==> config.mk <==
export PLATFORM = sky130hd
export DESIGN_NAME = freq_detect
export DESIGN_NICKNAME = d
export VERILOG_FILES = /design/src/rtl/freq_detect_pkg.sv /design/src/rtl/freq_detect_period2mode.sv /design/src/rtl/freq_detect.sv
export SDC_FILE = /design/constraint.sdc
export NUM_CORES = 1
export LEC_CHECK = 0
export CORE_MARGIN = 10
export CORE_UTILIZATION = 45
export DETAILED_ROUTE_END_ITERATION = 16
export HOLD_SLACK_MARGIN = 0.15
export PLACE_DENSITY = 0.73
export SYNTH_ARGS = -nofsm -noshare
export SYNTH_HDL_FRONTEND = slang
export SYNTH_SLANG_ARGS = --single-unit
==> constraint.sdc <==
create_clock -name clk -period 8.4 [get_ports clk]
set_input_delay 1.68 -clock clk [delete_from_list [all_inputs] [get_ports clk]]
set_output_delay 1.68 -clock clk [all_outputs]
set_load 0.01 [all_outputs]
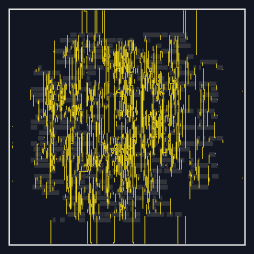
*M2 wires, run 1*
(2 px per um) Cells faint in the background.
The layer holds 45% of the routed length. The wires run mostly vertical. 416 nets have wire on it. The longest straight run is 43.5 um. The layer carries 4850 um of wire.
met2 Track Usage GR: 0.253
via count: 3603
WL final: 10700 um

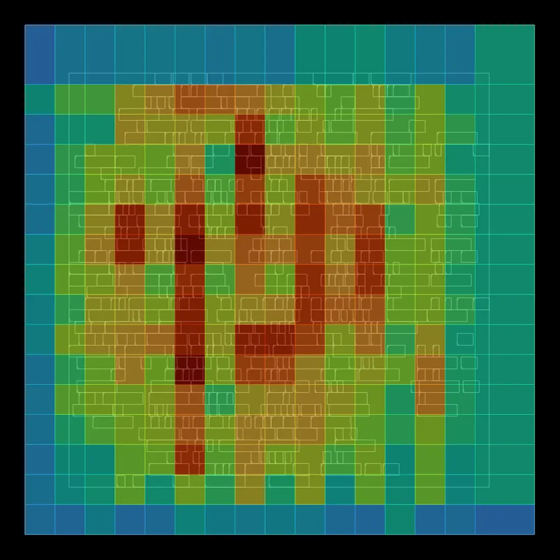
*Track usage over the die, run 1*
GR Layer Usage met1: 0.213
fin util: 0.523
Tot GR Track Use: 0.163

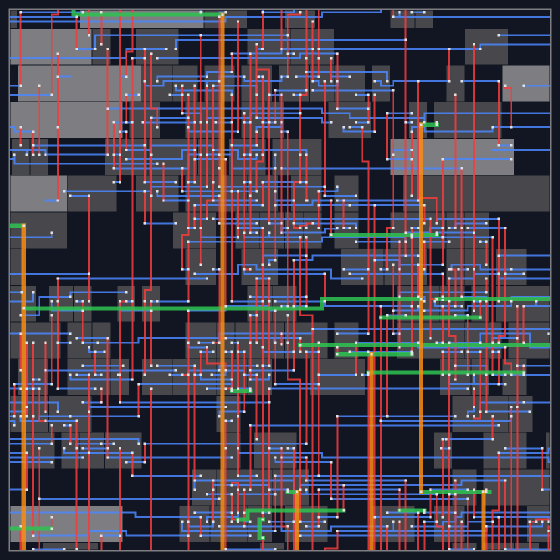
*Zoomed window, run 1*
Window x 39 to 79, y 62 to 102 um. Cells in grey, sequential cells in the stronger grey; small squares are vias.
met2: in red. met1: in blue. met4: in orange. met3: in green.
Sequential cells in the window: 5. 118 logic cells have their middle in the window. Most frequent: nor2_1 (13), a21oi_1 (9).

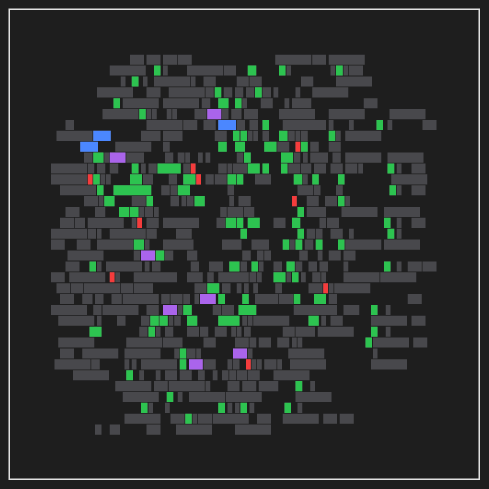
*Gate-type map, run 1*
(4 px per um)
inverters: in red, cells 9, most used inv_1. adder and majority cells: in blue, cells 3, most used ha_1. multiplexers: in purple, cells 7, most used mux2i_1. inverting AOI/OAI gates: in green, cells 97, most used o21ai_0.
final cell count without fillers: 604
Commonest Layout Cell: dfrtp_1
Comb/total area: 0.467

==> impl_metrics.toml, run 1 <==
# flow metrics
[run_status]
outcome = "finished, final reports clean"

[routing]
drt_iter0_drc = 176
met1_length_um = 5040
vias_per_cell = 5.97
wl_per_cell_um = 17.7
wl_met3_um = 556
drc = 0

[final_layout]
final-clk-cell-share = 0.0507
seq_share = 0.369
fin_area_um2 = 4810
drive_gt1_frac = 0.0872
clkbuf_count = 9
largest_class = "logic gates"
diodes = 0
ff_count = 71
syn_to_final_growth_pct = 13.3
final_nets = 494
lay_top_cells = "dfrtp_1, nand2_1, nor2_1"
area_share_nonclk_buffers = 0.0769
comb_cells = 359
fill_cells = 873
flop_area_um2 = 1780

[setup_path]
rr_worst_depth = 11
critical_path_buf_inv_count = 0
ff2ff_setup_slack_ns = 4.29
worstPathMaxFanout = 12
slowest_delay_ns = 0.49
endpoint_kind = "flop"
slowest_stage = "and3_1"
path_class = "reg2reg"
crit_cells = 11
cp-start-kind = "flop"
crit_chain = "ha_1 > and3_1 > and4_1 > a21oi_1 > xnor2_1 > a311oi_1 > a211oi_1 > nand4b_1 > o311a_1 > o211ai_1 > o32a_1"

[cts]
clockBufferDepth = 2
cts_tree = "done"
insertion_delay_ns = 0.36
cts_resized = 0
clock_sinks = 71
cts_buffers = 9
holdBufCountCts = 0
cts_setup_buffers = 0

[power_and_ir_drop]
internal-power_mw = 0.639
power.leakage_nw = 2.07
p_clk_frac = 0.375
p_seq_mw = 0.401
pg_clk_mw = 0.338
p_switching_mw = 0.261
powerDensity_nw_per_um2 = 187
top_power_group = "sequential cells"
p_comb_mw = 0.161
pwr-share-comb = 0.179
power_frac_seq = 0.446

[floorplan]
coreArea_um2 = 9200
chip_area_um2 = 13700
tap-cell-count = 111
fp.dieW_um = 117
die_h_um = 117
fp_util = 0.462
rows = 35
io_pins = 37

[logic_synthesis]
ys_warn_count = 0
synth-edff-count = 0
synth.most_common_cell = "dfrtp_1"
synth_seq_share = 0.418
top_area_frac = 0.418
top_cells_by_count = "dfrtp_1, nand2_1, nor2_1"
yosysCellCount = 470
ys_area_um2 = 4250
logic_family = "simple AND/OR/NAND/NOR gates"
ys_sh_mux = 0.0171
synthArstFlopShare = 1.00
simple_gate_share = 0.255
yosys.area.top_type = "dfrtp_1"
netlist_area_um2 = 4250
synth.cellmix.xorXnorShare = 0.0516
postSynthCellCount = 470
ys_sh_adder = 0.00884
synth_nets = 476
aoi_share = 0.196
syn_avg_cell_area_um2 = 9.04
flop_cell = "dfrtp_1"

[grt]
grt_max_degree = 72
grt_first_pass_wirelength_um = 17700
grt_pass1_vias = 3517
top_usage_layer = "met2"
use_met3 = 0.0336
antenna_found_initial = 0

[placed_design]
hpwl_um = 7670
dp_cells = 588
place_area_um2 = 4570
gp_congestion = 0.924
dp_slack_ns = 4.38
portBuffers = 36

[timing]
rsz0062_at_grt = "false"
clock.fmax_mhz = 243
timing.final.hold_violations = 0
finalMaxSlewViolations = 0
tightest_slew_ns = 0.971
timing.final.ws_setup_ns = 4.29
tns_ns = 0
hold-worst-slack_ns = 0.368
setup_viol = 0
slew_headroom = 0.351
fin_crit_sh = 0.489
layout_min_cycle_time_ns = 4.11
fin_skew_ns = 0.00644

[hold_path]
hold_class = "reg2reg"
hold_depth = 0

[job]
drv_cap = 0
warnings = 27
### Sequential cells coloured by netlist name, run 1

(4 px per um) Other sequential cells in the stronger grey, the rest of the logic in the fainter grey.
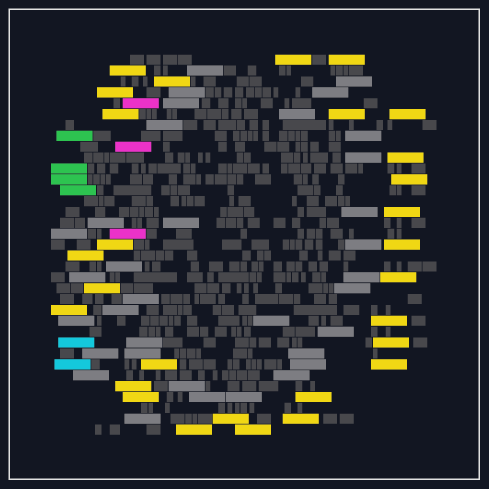

==> run 2: changes to the inputs <==
--- a/config.mk
+++ b/config.mk
@@ -9,7 +9,7 @@
 export CORE_UTILIZATION = 45
 export DETAILED_ROUTE_END_ITERATION = 16
 export HOLD_SLACK_MARGIN = 0.15
-export PLACE_DENSITY = 0.73
+export PLACE_DENSITY = 0.75
 export SYNTH_ARGS = -nofsm -noshare
 export SYNTH_HDL_FRONTEND = slang
 export SYNTH_SLANG_ARGS = --single-unit
==> constraint.sdc (replaced) <==
create_clock -name clk -period 3.4 [get_ports clk]
set_input_delay 0.68 -clock clk [delete_from_list [all_inputs] [get_ports clk]]
set_output_delay 0.68 -clock clk [all_outputs]
set_load 0.01 [all_outputs]
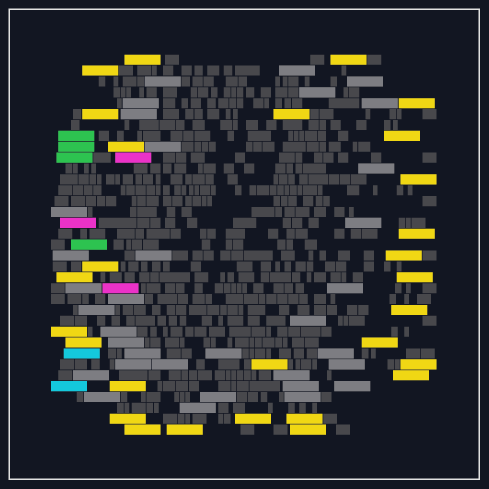
*Sequential cells coloured by netlist name, run 2*
(4 px per um) Other sequential cells in the stronger grey, the rest of the logic in the fainter grey.
r_match: in green, sequential cells 4. r_sync: in cyan, sequential cells 2. o_mode: in magenta, sequential cells 3. o_period: in yellow, sequential cells 28, where all over the die.
Another 34 sequential cells are not coloured.
Seq. pwr: 0.967 mW
Register Area: 1780 um^2
fin util: 0.606

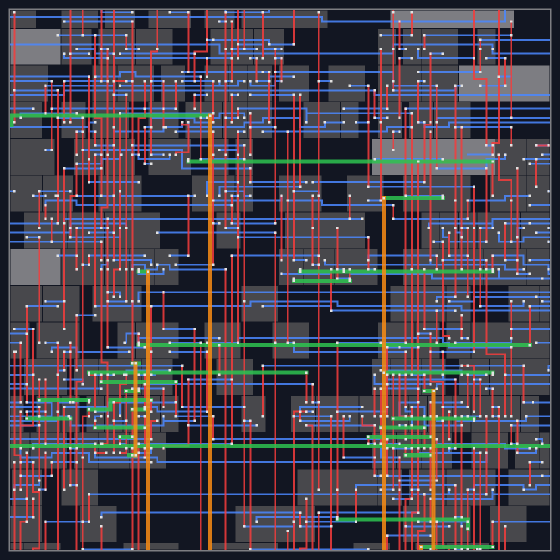
*Zoomed window, run 2*
Window x 39 to 79, y 62 to 102 um. Cells in grey, sequential cells in the stronger grey; small squares are vias.
met3: in green. met2: in red. met4: in orange. met1: in blue.
139 logic cells have their middle in the window. Sequential cells in the window: 2. Most frequent: buf_4 (25), a21oi_1 (12), nor2_1 (11).

==> impl_metrics.toml, run 2 <==
# flow metrics
[power_and_ir_drop]
internal-power_mw = 1.44
p_clk_frac = 0.317
p_comb_mw = 0.511
pg_clk_mw = 0.688
power_frac_seq = 0.447
top_power_group = "sequential cells"

[logic_synthesis]
top_area_frac = 0.418
synth.most_common_cell = "dfrtp_1"
ys_sh_mux = 0.0171
top_cells_by_count = "dfrtp_1, nand2_1, nor2_1"
flop_cell = "dfrtp_1"
ys_sh_adder = 0.00884
logic_family = "simple AND/OR/NAND/NOR gates"
syn_avg_cell_area_um2 = 9.04
synth_seq_share = 0.418
ys_warn_count = 0
yosysCellCount = 470
netlist_area_um2 = 4250
synthArstFlopShare = 1.00

[cts]
cts_resized = 2
clock_sinks = 71
holdBufCountCts = 0
insertion_delay_ns = 0.37
clockBufferDepth = 2

[timing]
timing.final.hold_violations = 0
finalMaxSlewViolations = 0
rsz0062_at_grt = "true"
fin_crit_sh = 0.984
slew_headroom = 0.496
tightest_slew_ns = 0.756
hold-worst-slack_ns = 0.364
clock.fmax_mhz = 299

[setup_path]
crit_chain = "ha_1 > and3_4 > nand4_2 > buf_6 > nand2_1 > mux2_4 > a2111o_1 > or4_4 > o41ai_2 > o41a_2 > nand2_2 > o32a_1"
slowest_delay_ns = 0.52
critical_path_buf_inv_count = 1
worstPathMaxFanout = 6
crit_cells = 12
ff2ff_setup_slack_ns = 0.06
rr_worst_depth = 12

[job]
drv_cap = 0
warnings = 28

[routing]
drt_iter0_drc = 306
met1_length_um = 5590
vias = 4066
vias_per_cell = 5.86
drc = 0

[grt]
use_met2 = 0.302
antenna_found_initial = 0
use_met3 = 0.0311
grt_first_pass_wirelength_um = 20600
grt_use_total = 0.187
grt_max_degree = 39
use_met1 = 0.249
top_usage_layer = "met2"
grt_pass1_vias = 4076

[placed_design]
portBuffers = 36
dp_cells = 675
hpwl_um = 9150

[final_layout]
lay_top_count = "buf_4"
drive_gt1_frac = 0.256
fin_area_um2 = 5570
final-clk-cell-share = 0.0355
clkbuf_count = 9
final_cells = 694
syn_to_final_growth_pct = 31.3
comb_cells = 359
seq_share = 0.319

[floorplan]
tap-cell-count = 111
rows = 35
fp_util = 0.462
chip_area_um2 = 13700

[run_status]
outcome = "finished, final reports clean"
Power and IR drop assume default switching activity.
